[src/rtl/game_pkg.sv]
// Shared game definitions: game-state encoding, screen geometry and the
// speed-cap helper. Imported by the ship controller, the asteroid/draw
// blocks and the game logic so every block agrees on the same bounds.
package game_pkg;

    // Global game state as driven by the game-logic block
    typedef enum logic [1:0] {
        IDLE           = 2'b00,
        OPENING_SCREEN = 2'b01,
        GAME_RUNNING   = 2'b10,
        GAME_OVER      = 2'b11
    } game_state_e;

    // Playfield bounds for the ship's top-left corner
    localparam int X_MIN   = 50;
    localparam int X_MAX   = 1330;
    localparam int Y_MIN   = 10;
    localparam int Y_MAX   = 750;
    localparam int START_X = 650;
    localparam int START_Y = 750;

    // Width of the gap in the top wall
    localparam int EXIT_W  = 100;

    // Speed ceiling chosen by the switches: one step per raised switch on
    // top of a base speed of 1, never above the absolute ceiling.
    function automatic logic [3:0] speedCap(input logic [2:0] swIn, input int maxSpeed);
        int c;
        c = $countones(swIn) + 1;
        if (c > maxSpeed) begin
            c = maxSpeed;
        end
        return 4'(c);
    endfunction

endpackage

[src/rtl/ship_motion_ctrl_if.sv]
// Bundle between the game logic and the ship motion controller.
//   master (game logic): drives game_state, btn {down,right,left,up}, sw, exit_x
//                        and reads back the ship status.
//   slave  (controller): reads the controls and drives pos_x, pos_y, tick,
//                        speed, in_exit, moving.
interface ship_motion_ctrl_if
    import game_pkg::*;
#(
    parameter int POS_W = 11
) ();

    game_state_e      game_state;
    logic [3:0]       btn;
    logic [2:0]       sw;
    logic [POS_W-1:0] exit_x;
    logic [POS_W-1:0] pos_x;
    logic [POS_W-1:0] pos_y;
    logic             tick;
    logic [3:0]       speed;
    logic             in_exit;
    logic             moving;

    modport master (
        output game_state, btn, sw, exit_x,
        input  pos_x, pos_y, tick, speed, in_exit, moving
    );

    modport slave (
        input  game_state, btn, sw, exit_x,
        output pos_x, pos_y, tick, speed, in_exit, moving
    );

endinterface

[src/rtl/axis_sat_step.sv]
// One axis of ship motion: moves pos by step in the requested direction and
// saturates the result to [lo, hi].
//   pos_i     current coordinate
//   step_i    pixels to move this tick
//   dir_neg_i move towards smaller coordinates
//   dir_pos_i move towards larger coordinates (both set = no move)
//   lo_i/hi_i saturation bounds
//   pos_o     next coordinate
module axis_sat_step #(
    parameter int W = 11
) (
    input  logic [W-1:0] pos_i,
    input  logic [W-1:0] step_i,
    input  logic         dir_neg_i,
    input  logic         dir_pos_i,
    input  logic [W-1:0] lo_i,
    input  logic [W-1:0] hi_i,
    output logic [W-1:0] pos_o
);

    // One extra bit of headroom so pos-step never wraps below zero and
    // pos+step never wraps past the top of the coordinate range.
    logic [W:0] posExt;
    logic [W:0] stepExt;
    logic [W:0] loExt;
    logic [W:0] hiExt;

    assign posExt  = {1'b0, pos_i};
    assign stepExt = {1'b0, step_i};
    assign loExt   = {1'b0, lo_i};
    assign hiExt   = {1'b0, hi_i};

    // Compare before subtracting: pos < lo+step is the underflow-free form
    // of pos-step < lo, which also pulls a coordinate already past lo back
    // onto the bound.
    always_comb begin
        pos_o = pos_i;
        if (dir_neg_i && !dir_pos_i) begin
            if (posExt < stepExt + loExt) begin
                pos_o = lo_i;
            end else begin
                pos_o = W'(posExt - stepExt);
            end
        end else if (dir_pos_i && !dir_neg_i) begin
            if (posExt + stepExt > hiExt) begin
                pos_o = hi_i;
            end else begin
                pos_o = W'(posExt + stepExt);
            end
        end
    end

endmodule

[src/rtl/ship_motion_ctrl.sv]
// Ship motion controller: derives a movement tick from the system clock and,
// on each tick, moves the ship per axis with a button-hold speed ramp capped
// by the switches. Saturates at the screen bounds and lets the ship through
// the top wall only inside the exit window.
//   clk, rst  system clock, asynchronous active-high reset
//   bus       slave side of ship_motion_ctrl_if (controls in, ship status out)
module ship_motion_ctrl
    import game_pkg::*;
#(
    parameter int POS_W       = 11,
    parameter int TICK_DIV    = 3333334,
    parameter int X_MIN       = game_pkg::X_MIN,
    parameter int X_MAX       = game_pkg::X_MAX,
    parameter int Y_MIN       = game_pkg::Y_MIN,
    parameter int Y_MAX       = game_pkg::Y_MAX,
    parameter int START_X     = game_pkg::START_X,
    parameter int START_Y     = game_pkg::START_Y,
    parameter int SHIP_HALF   = 16,
    parameter int EXIT_W      = game_pkg::EXIT_W,
    parameter int MAX_SPEED   = 4,
    parameter int ACCEL_TICKS = 8
) (
    input logic              clk,
    input logic              rst,
    ship_motion_ctrl_if.slave bus
);

    localparam int CNT_W  = $clog2(TICK_DIV);
    localparam int HOLD_W = $clog2(ACCEL_TICKS + 1);

    localparam logic [POS_W-1:0] XMIN_V   = POS_W'(X_MIN);
    localparam logic [POS_W-1:0] XMAX_V   = POS_W'(X_MAX);
    localparam logic [POS_W-1:0] YMIN_V   = POS_W'(Y_MIN);
    localparam logic [POS_W-1:0] YMAX_V   = POS_W'(Y_MAX);
    localparam logic [POS_W-1:0] STARTX_V = POS_W'(START_X);
    localparam logic [POS_W-1:0] STARTY_V = POS_W'(START_Y);
    localparam logic [POS_W:0]   HALF_V   = (POS_W + 1)'(SHIP_HALF);
    localparam logic [POS_W:0]   EXITW_V  = (POS_W + 1)'(EXIT_W);

    logic [CNT_W-1:0]  cnt_q;
    logic              tick_q;
    logic [POS_W-1:0]  pos_x_q;
    logic [POS_W-1:0]  pos_y_q;
    logic [3:0]        speed_q;
    logic [HOLD_W-1:0] hold_q;
    logic              inExit_q;
    logic              moving_q;

    logic [POS_W-1:0]  pos_x_d;
    logic [POS_W-1:0]  pos_y_d;
    logic [3:0]        speed_d;
    logic [HOLD_W-1:0] hold_d;

    logic              btnUp;
    logic              btnLeft;
    logic              btnRight;
    logic              btnDown;
    logic              xDirNeg;
    logic              xDirPos;
    logic              yDirNeg;
    logic              yDirPos;
    logic [POS_W:0]    centreCur;
    logic [POS_W:0]    centreNew;
    logic [POS_W:0]    winLo;
    logic [POS_W:0]    winHi;
    logic              winCur;
    logic              winNew;
    logic [POS_W-1:0]  stepVal;
    logic [POS_W-1:0]  yLo;
    logic [POS_W-1:0]  xCand;
    logic [3:0]        cap;

    // Tick divider. tick_q is raised one count early so that it is high
    // exactly while the counter sits on its last value, i.e. on the wrap.
    always_ff @(posedge clk or posedge rst) begin
        if (rst) begin
            cnt_q  <= '0;
            tick_q <= 1'b0;
        end else begin
            if (cnt_q == CNT_W'(TICK_DIV - 1)) begin
                cnt_q <= '0;
            end else begin
                cnt_q <= cnt_q + 1'b1;
            end
            tick_q <= (cnt_q == CNT_W'(TICK_DIV - 2));
        end
    end

    assign btnUp    = bus.btn[0];
    assign btnLeft  = bus.btn[1];
    assign btnRight = bus.btn[2];
    assign btnDown  = bus.btn[3];

    // Opposing buttons cancel on their own axis only
    assign xDirNeg = btnLeft  & ~btnRight;
    assign xDirPos = btnRight & ~btnLeft;
    assign yDirNeg = btnUp    & ~btnDown;
    assign yDirPos = btnDown  & ~btnUp;

    // Exit window test on the ship centre, before and after the x move
    assign winLo     = {1'b0, bus.exit_x};
    assign winHi     = {1'b0, bus.exit_x} + EXITW_V;
    assign centreCur = {1'b0, pos_x_q} + HALF_V;
    assign centreNew = {1'b0, xCand} + HALF_V;
    assign winCur    = (centreCur >= winLo) && (centreCur <= winHi);
    assign winNew    = (centreNew >= winLo) && (centreNew <= winHi);

    // The step is the speed registered before this tick's ramp update
    assign stepVal = POS_W'(speed_q);

    // Climbing outside the window stops at the wall; inside it the ship may
    // rise to the top of the screen. Downward moves never need the wall.
    assign yLo = (yDirNeg && !winCur) ? YMIN_V : '0;

    axis_sat_step #(.W(POS_W)) xAxis (
        .pos_i     (pos_x_q),
        .step_i    (stepVal),
        .dir_neg_i (xDirNeg),
        .dir_pos_i (xDirPos),
        .lo_i      (XMIN_V),
        .hi_i      (XMAX_V),
        .pos_o     (xCand)
    );

    axis_sat_step #(.W(POS_W)) yAxis (
        .pos_i     (pos_y_q),
        .step_i    (stepVal),
        .dir_neg_i (yDirNeg),
        .dir_pos_i (yDirPos),
        .lo_i      (yLo),
        .hi_i      (YMAX_V),
        .pos_o     (pos_y_d)
    );

    // Inside the gap the ship is boxed in sideways by the wall edges
    assign pos_x_d = ((pos_y_q < YMIN_V) && !winNew) ? pos_x_q : xCand;

    assign cap = speedCap(bus.sw, MAX_SPEED);

    // Speed ramp: every ACCEL_TICKS held ticks add one step up to the cap;
    // a lowered cap pulls the speed down on the very next tick.
    always_comb begin
        speed_d = speed_q;
        hold_d  = hold_q;
        if (bus.btn == 4'b0000) begin
            speed_d = 4'd1;
            hold_d  = '0;
        end else if (hold_q == HOLD_W'(ACCEL_TICKS - 1)) begin
            hold_d  = '0;
            speed_d = (speed_q < cap) ? speed_q + 4'd1 : cap;
        end else begin
            hold_d  = hold_q + 1'b1;
            speed_d = (speed_q > cap) ? cap : speed_q;
        end
    end

    // Ship state, advanced only on tick cycles using the game_state sampled
    // on that cycle.
    always_ff @(posedge clk or posedge rst) begin
        if (rst) begin
            pos_x_q  <= STARTX_V;
            pos_y_q  <= STARTY_V;
            speed_q  <= 4'd1;
            hold_q   <= '0;
            inExit_q <= 1'b0;
            moving_q <= 1'b0;
        end else if (tick_q) begin
            case (bus.game_state)
                OPENING_SCREEN: begin
                    pos_x_q  <= STARTX_V;
                    pos_y_q  <= STARTY_V;
                    speed_q  <= 4'd1;
                    hold_q   <= '0;
                    inExit_q <= 1'b0;
                    moving_q <= 1'b0;
                end
                GAME_RUNNING: begin
                    pos_x_q  <= pos_x_d;
                    pos_y_q  <= pos_y_d;
                    speed_q  <= speed_d;
                    hold_q   <= hold_d;
                    inExit_q <= (pos_y_d < YMIN_V);
                    moving_q <= (pos_x_d != pos_x_q) || (pos_y_d != pos_y_q);
                end
                default: begin
                    speed_q  <= 4'd1;
                    hold_q   <= '0;
                    inExit_q <= (pos_y_q < YMIN_V);
                    moving_q <= 1'b0;
                end
            endcase
        end
    end

    assign bus.pos_x   = pos_x_q;
    assign bus.pos_y   = pos_y_q;
    assign bus.tick    = tick_q;
    assign bus.speed   = speed_q;
    assign bus.in_exit = inExit_q;
    assign bus.moving  = moving_q;

endmodule
[src/flat_wrapper.sv]
// flat-port wrapper written by rule: the top's interface ports become plain ports
module ship_motion_ctrl_flat import game_pkg::*;
#(
    parameter int POS_W       = 11,
    parameter int TICK_DIV    = 3333334,
    parameter int X_MIN       = game_pkg::X_MIN,
    parameter int X_MAX       = game_pkg::X_MAX,
    parameter int Y_MIN       = game_pkg::Y_MIN,
    parameter int Y_MAX       = game_pkg::Y_MAX,
    parameter int START_X     = game_pkg::START_X,
    parameter int START_Y     = game_pkg::START_Y,
    parameter int SHIP_HALF   = 16,
    parameter int EXIT_W      = game_pkg::EXIT_W,
    parameter int MAX_SPEED   = 4,
    parameter int ACCEL_TICKS = 8
)
  (clk, rst, bus_game_state, bus_btn, bus_sw, bus_exit_x, bus_pos_x, bus_pos_y, bus_tick, bus_speed, bus_in_exit, bus_moving);
  ship_motion_ctrl_if #(.POS_W(POS_W)) bus_i ();
  input logic clk;
  input logic rst;
  input wire logic [$bits(bus_i.game_state)-1:0] bus_game_state;
  input wire logic [$bits(bus_i.btn)-1:0] bus_btn;
  input wire logic [$bits(bus_i.sw)-1:0] bus_sw;
  input wire logic [$bits(bus_i.exit_x)-1:0] bus_exit_x;
  output wire logic [$bits(bus_i.pos_x)-1:0] bus_pos_x;
  output wire logic [$bits(bus_i.pos_y)-1:0] bus_pos_y;
  output wire logic [$bits(bus_i.tick)-1:0] bus_tick;
  output wire logic [$bits(bus_i.speed)-1:0] bus_speed;
  output wire logic [$bits(bus_i.in_exit)-1:0] bus_in_exit;
  output wire logic [$bits(bus_i.moving)-1:0] bus_moving;
  assign bus_i.game_state = bus_game_state;
  assign bus_i.btn = bus_btn;
  assign bus_i.sw = bus_sw;
  assign bus_i.exit_x = bus_exit_x;
  assign bus_pos_x = bus_i.pos_x;
  assign bus_pos_y = bus_i.pos_y;
  assign bus_tick = bus_i.tick;
  assign bus_speed = bus_i.speed;
  assign bus_in_exit = bus_i.in_exit;
  assign bus_moving = bus_i.moving;
  ship_motion_ctrl #(.POS_W(POS_W), .TICK_DIV(TICK_DIV), .X_MIN(X_MIN), .X_MAX(X_MAX), .Y_MIN(Y_MIN), .Y_MAX(Y_MAX), .START_X(START_X), .START_Y(START_Y), .SHIP_HALF(SHIP_HALF), .EXIT_W(EXIT_W), .MAX_SPEED(MAX_SPEED), .ACCEL_TICKS(ACCEL_TICKS)) u_core (.clk(clk), .rst(rst), .bus(bus_i));
endmodule
[config.mk]
export PLATFORM = sky130hd
export DESIGN_NAME = ship_motion_ctrl_flat
export DESIGN_NICKNAME = d
export VERILOG_FILES = /design/src/rtl/game_pkg.sv /design/src/rtl/ship_motion_ctrl_if.sv /design/src/rtl/axis_sat_step.sv /design/src/rtl/ship_motion_ctrl.sv /design/src/flat_wrapper.sv
export SDC_FILE = /design/constraint.sdc
export NUM_CORES = 1
export LEC_CHECK = 0
export CAP_MARGIN = 20
export CELL_PAD_IN_SITES_DETAIL_PLACEMENT = 1
export CELL_PAD_IN_SITES_GLOBAL_PLACEMENT = 1
export CORE_AREA = 5 5 142 177
export DETAILED_ROUTE_END_ITERATION = 7
export DIE_AREA = 0 0 147 182
export GPL_TIMING_DRIVEN = 0
export PLACE_DENSITY_LB_ADDON = 0.25
export RECOVER_POWER = 100
export SKIP_LAST_GASP = 1
export SLEW_MARGIN = 20
export SYNTH_ARGS = -nofsm -noshare
export SYNTH_HDL_FRONTEND = slang
export SYNTH_SLANG_ARGS = --single-unit
[constraint.sdc]
create_clock -name clk -period 5 [get_ports clk]
set_input_delay 0.75 -clock clk [delete_from_list [all_inputs] [get_ports clk]]
set_output_delay 0.75 -clock clk [all_outputs]
set_load 0.02 [all_outputs]
==> results.tsv, run 1 <==
metric	value	unit
run status	finished, violations left	
failing checks	max-capacitance violations, max-slew violations, negative setup slack	
leading area contributor after synthesis	ha_1	
Max-Cap Viols	1	
crit-path max cell delay	0.42	ns
register area share after synthesis	20.30	%
top sig layer	met4	
final setup vio count	14	
GR Layer Usage met1	22.18	%
gr busiest metal	met2	
final period utilization	105.9	%
Seq/total area	15.31	%
Multi-In Gates	711	
Syn Area/Cell	7.970	µm²
Clock group	396	µW
ant diodes	0	
signal buffers share of area	13.18	%
metal2 WL	13.39	mm
met3 WL post-DR	787	µm
Detailed Route Iter0 Violations	339	
fill count	2756	
Worst Path Arrival	5.49	ns
fin nets	1098	
clock-pin slew on the worst setup and hold paths	0.09	ns
most common logic cells in the final layout	78 x ha_1, 68 x nor2_1, 62 x buf_4	
clk cell area share	1.738	%
synthesis area per yosys	6854	µm²
yosys simple share	22.00	%
most frequent cell after synthesis	ha_1	
setup ws final	-0.2967	ns
Hold Path Depth	1	
Peak Freq	188.8	MHz
antenna violations before repair	0	
met2 usage	34.62	%
Post-CTS Setup Bufs	32	
bufs w/o clock	150	
Flop area	1400	µm²
met3 Use GR	1.822	%
port bufs	50	
Comb pwr share	25.0	%
Registers, synthesis	55	
sequential power	446	µW
pwr dens	122.7	nW/µm²
CTS Root Buffer Type	clkbuf_16	
standard cell with the maximum stage delay on the critical path	o41a_1	
Critical Path End Type	flip-flop	
floorplan net count	975	
max-slew violation count	45	
LEAKAGE	3.815	nW
Post-synth top cells	89 x ha_1, 74 x nor2_1, 61 x nand2_1	
vias in the first global route	7337	
Dominant Register Cell	dfrtp_1	
Area-dominant class	logic gates	
Syn Inst Count	860	
IO Count	51	
Core Region	23410	µm²
EDFF count, synth	0	
internal power	765.6	µW
Slew headroom	-65.95	%
==> run 1: state kept, by name, summed over array words and instances (netlist names) <==
register,count
u_core.bus.pos_x,11
u_core.bus.speed,4
u_core.cnt_q,22
u_core.bus.tick,1
u_core.bus.moving,1
u_core.bus.pos_y,11
u_core.bus.in_exit,1
u_core.hold_q,4
==> run 1: per-stage QoR <==
stage / power (mW) / instance area, µm² / setup TNS, ns / worst slack (ns) / hold WS [ns]
finish: 1.122 / 9144 / -2.556 / -0.2967 / 0.5020
floorplan: 0.6022 / 6927 / 0 / 0.0003992 / 0.4635
global route: 1.186 / 9144 / -5.224 / -0.4691 / 0.5319
global placement: 0.6719 / 7792 / -27.04 / -1.778 / 0.4842
detailed placement: 0.6803 / 7835 / -27.43 / -1.787 / 0.4903
CTS: 1.106 / 8607 / -4.815 / -0.4148 / 0.5086
==> run 1: worst paths after layout <==
kind                                                       from                              end  slack [ns]
worst max-delay path            u_core.bus.speed[3]$_DFFE_PP0P_    u_core.bus.moving$_DFFE_PP0P_       -0.30
worst max register to register  u_core.bus.speed[3]$_DFFE_PP0P_    u_core.bus.moving$_DFFE_PP0P_       -0.30
min in group asynchronous                                   rst  u_core.bus.pos_x[8]$_DFFE_PP0P_        0.95
max in group asynchronous                                   rst  u_core.bus.speed[1]$_DFFE_PP0P_        1.02
worst min register to register       u_core.cnt_q[13]$_DFF_PP0_       u_core.cnt_q[13]$_DFF_PP0_        0.50
worst min-delay path                 u_core.cnt_q[13]$_DFF_PP0_       u_core.cnt_q[13]$_DFF_PP0_        0.50
==> run 1: worst register-to-register path, delay by kind of cell (launching register included) <==
kind	cells	cell delay, ns
compound gates	12	2.58
xor+xnor	1	0.17
fa+ha+maj	2	0.56
buf+inv	4	0.67
flops	1	0.40
simple gates	6	0.78
run_1/wires.png
Scale: 2 px per µm.
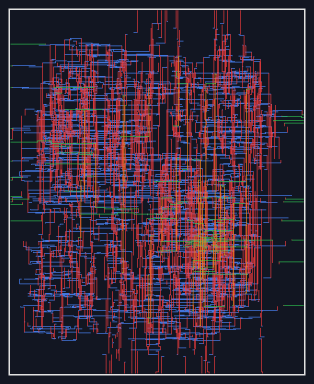
legend:
  metal 1:
    color: blue
    wire_length: 10500 µm
  metal 2:
    color: red
    wire_length: 13400 µm
  metal 3:
    color: green
    wire_length: 788 µm
  metal 4:
    color: orange
    wire_length: 1140 µm
routed wire length: 25.81 mm
total number of vias: 7137
GRT Total Usage: 18.69%
wire per inst: 20.23 µm

run_1/flops_by_reg.png
Scale: 1.5 px per µm. Other sequential cells in the stronger gray, the rest of the logic in the fainter gray.
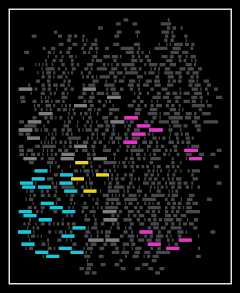
legend:
  u_core.bus.pos_x:
    color: magenta
    flops: 11
  u_core.cnt_q:
    color: cyan
    flops: 22
    where: lower left
  u_core.hold_q:
    color: yellow
    flops: 4
not colored: 18

run_1/clocks.png
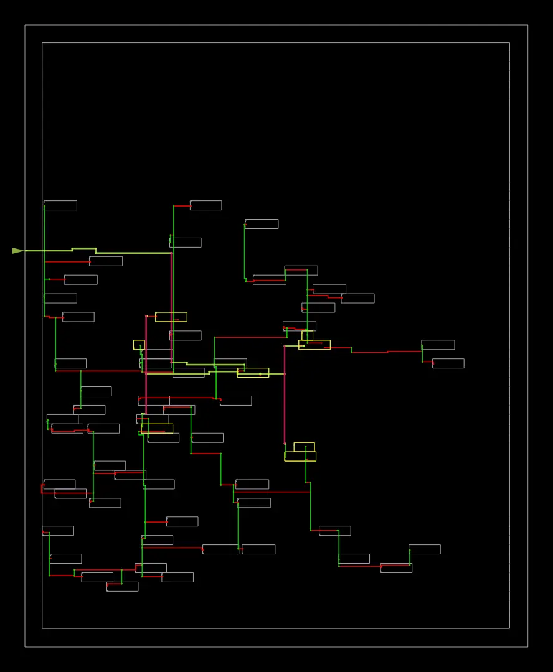
clock sinks: 55
Worst-Skew Late Latency: 0.31 ns

run_1/io_fan.png
Scale: 2 px per µm.
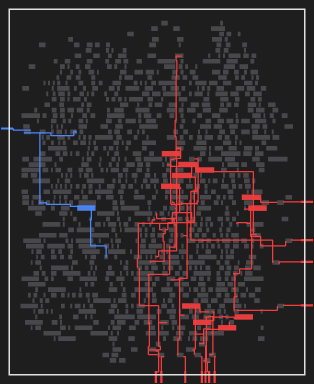

==> inputs of run 2 (changes only) <==
clock period = 5.2 ns   (was 5 ns; I/O delays follow)
run_2/io_fan.png
Scale: 2 px per µm.
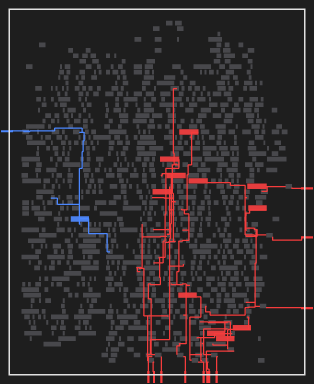
legend:
  bus_tick:
    color: blue
    direction: output
    end_cells: 1
    buffers: 1
    wire: 142 µm
  bus_pos_x:
    color: red
    direction: output
    end_cells: 11
    buffers: 16
    wire: 1140 µm
port bufs: 50
IO Count: 51

run_2/clocks.png
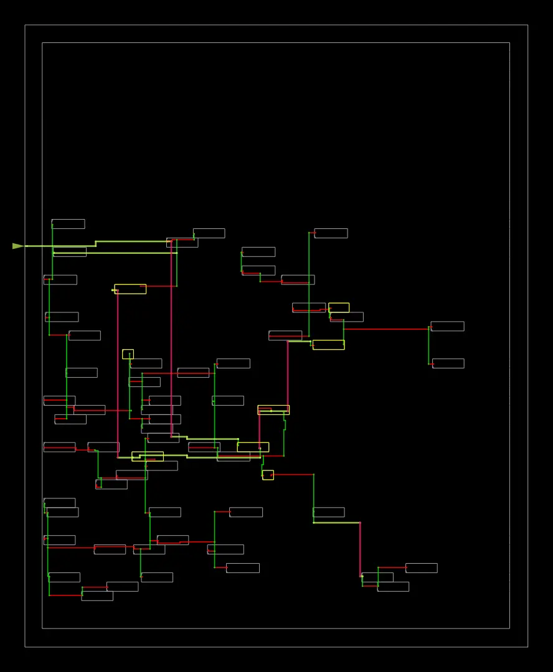
Num CTS Buffers: 5
Clock group: 382 µW
clk_skew: 0.006420 ns

==> run 2 against run 1 <==
Register-to-register slack better by 0.17 ns. Largest power group unchanged. Utilization up 0.20 points. Setup slack better by 0.10 ns. Combinational power down 4%. Global-route usage down 0.14 points. Non-clock buffer count up 11. The flow still finishes with violations (max-capacitance violations, max-slew violations, negative setup slack). Synthesized area unchanged. Sequential share of layout area down 0.077 points. Final area up 0.51%. Die area unchanged.
==> results.tsv, run 2 <==
metric	value	unit
run status	finished, violations left	
failing checks	max-capacitance violations, max-slew violations, negative setup slack	
max-slew violation count	53	
Post-CTS Setup Bufs	37	
pwr dens	117.5	nW/µm²
Max-Cap Viols	1	
clock sinks	55	
Area-dominant class	logic gates	
Core Region	23410	µm²
Critical path origin	bus_exit_x[2]	
tool warning count	42	
Peak Freq	185.3	MHz
Slew headroom	-99.62	%
most common logic cells in the final layout	80 x ha_1, 69 x buf_4, 67 x nor2_1	
floorplan net count	975	
bufs w/o clock	161	
Worst-Skew Late Latency	0.31	ns
clk cell area share	1.729	%
fin nets	1108	
Syn Inst Count	860	
GRT Total Usage	18.54	%
final period utilization	103.8	%
Final Power	1.080	mW
Comb pwr share	24.9	%
WHS	0.5087	ns
total number of vias	7136	
Layout Cells excl Fill	1286	
max reg flops	22	
vias in the first global route	7361	
Area contributors post-synth	ha_1 16%, dfrtp_1 16%, dfstp_2 4.6%	
Net Sw Power	341.2	µW
Final TNS setup	-0.3296	ns
Hold Startpoint	u_core.bus.in_exit$_DFFE_PP0P_	
antenna violations before repair	0	
GR Layer Usage met1	22.03	%
internal power	738.7	µW
clock buf count	5	
FF-to-FF Start	u_core.bus.pos_x[7]$_DFFE_PP1P_	
Seq/total area	15.23	%
drt first pass iters	4	
clock-pin slew on the worst setup and hold paths	0.08	ns
Critical Path End Type	flip-flop	
Registers, synthesis	55	
Dominant Register Cell	dfrtp_1	
Net Sw Frac	31.59	%
most frequent cell after synthesis	ha_1	
met3 Use GR	2.097	%
WP data required	5.39	ns
signal buffers share of area	14.49	%
Peak VDD IR	0.1219	mV
Final Wtd Congestion	0.8776	
Top reg by flops	u_core.cnt_q	
LEAKAGE	3.889	nW
Util after Layout	39.26	%
fin area	9190	µm²
synthesis area per yosys	6854	µm²
gr busiest metal	met2	
routed wire length	25.54	mm
fill count	2730	
tap cells	292	
sequential power	429	µW
largest net degree at the start of global routing	53	
register area share after synthesis	20.30	%
EDFF count, synth	0	
pre-CTS setup slack	-1.734	ns
setup ws final	-0.1959	ns
ant diodes	0	
Post-synth top cells	89 x ha_1, 74 x nor2_1, 61 x nand2_1	
Multi-In Gates	710	
logic share of the area	62.02	%
dpl cell area	7794	µm²
Die W	147	µm
wire per inst	19.86	µm
routed vias/inst	5.549	
CTS Root Buffer Type	clkbuf_16	
MI comb area	5699	µm²
Detailed Route Iter0 Violations	239	
met2 usage	34.23	%
leading area contributor after synthesis	ha_1	
Syn Area/Cell	7.970	µm²
Worst Path Arrival	5.59	ns
Flop area	1400	µm²
final setup vio count	3	
[run 2: cell families after synthesis]
kind of cell | Yosys count | share of synthesized area, %
fa+ha+maj | 93 | 17.42
flops | 55 | 20.30
compound gates | 256 | 26.16
buf+inv | 95 | 5.513
mux | 7 | 1.077
xor+xnor | 59 | 7.539
simple gates | 295 | 22.00
[run 2: metal layers]
layer / part of all wire, % / up-vias
li1: - / 3426
met1: 41 / 3537
met2: 52 / 126
met3: 2.6 / 47
met4: 3.7 / 0
met5: 0 / -
[run 2: worst max-delay path, cell delays in order]
cell and delay [ns]:
buf_12 0.10, ha_4 0.16, a21oi_4 0.16, nand2_2 0.08
nand4_1 0.16, xnor2_2 0.14, ha_1 0.27, and3_4 0.17
nand4_1 0.13, a21oi_2 0.06, a2111o_1 0.33, a21oi_2 0.22
nor2_2 0.09, ha_2 0.24, ha_4 0.16, xnor2_2 0.12
ha_1 0.30, a21o_1 0.17, nand2_1 0.05, and4b_2 0.28
buf_8 0.12, buf_4 0.11, mux2_4 0.30, o22ai_4 0.20
xnor2_1 0.16, nand2_1 0.09, o41a_1 0.41
[run 2: worst paths after layout]
| check | endpoint | slack, ns | cells after the start |
|---|---|---|---|
| worst max-delay path | u_core.bus.moving$_DFFE_PP0P_ | -0.20 | 27 |
| worst min-delay path | u_core.bus.in_exit$_DFFE_PP0P_ | 0.51 | 1 |
| worst max register to register | u_core.bus.moving$_DFFE_PP0P_ | -0.13 | 24 |
| worst min register to register | u_core.bus.in_exit$_DFFE_PP0P_ | 0.51 | 1 |
| max in group asynchronous | u_core.bus.speed[1]$_DFFE_PP0P_ | 0.87 | 3 |
| min in group asynchronous | u_core.bus.pos_x[10]$_DFFE_PP0P_ | 0.85 | 2 |
No activity file was given, so power comes from the tool's default toggle rates.
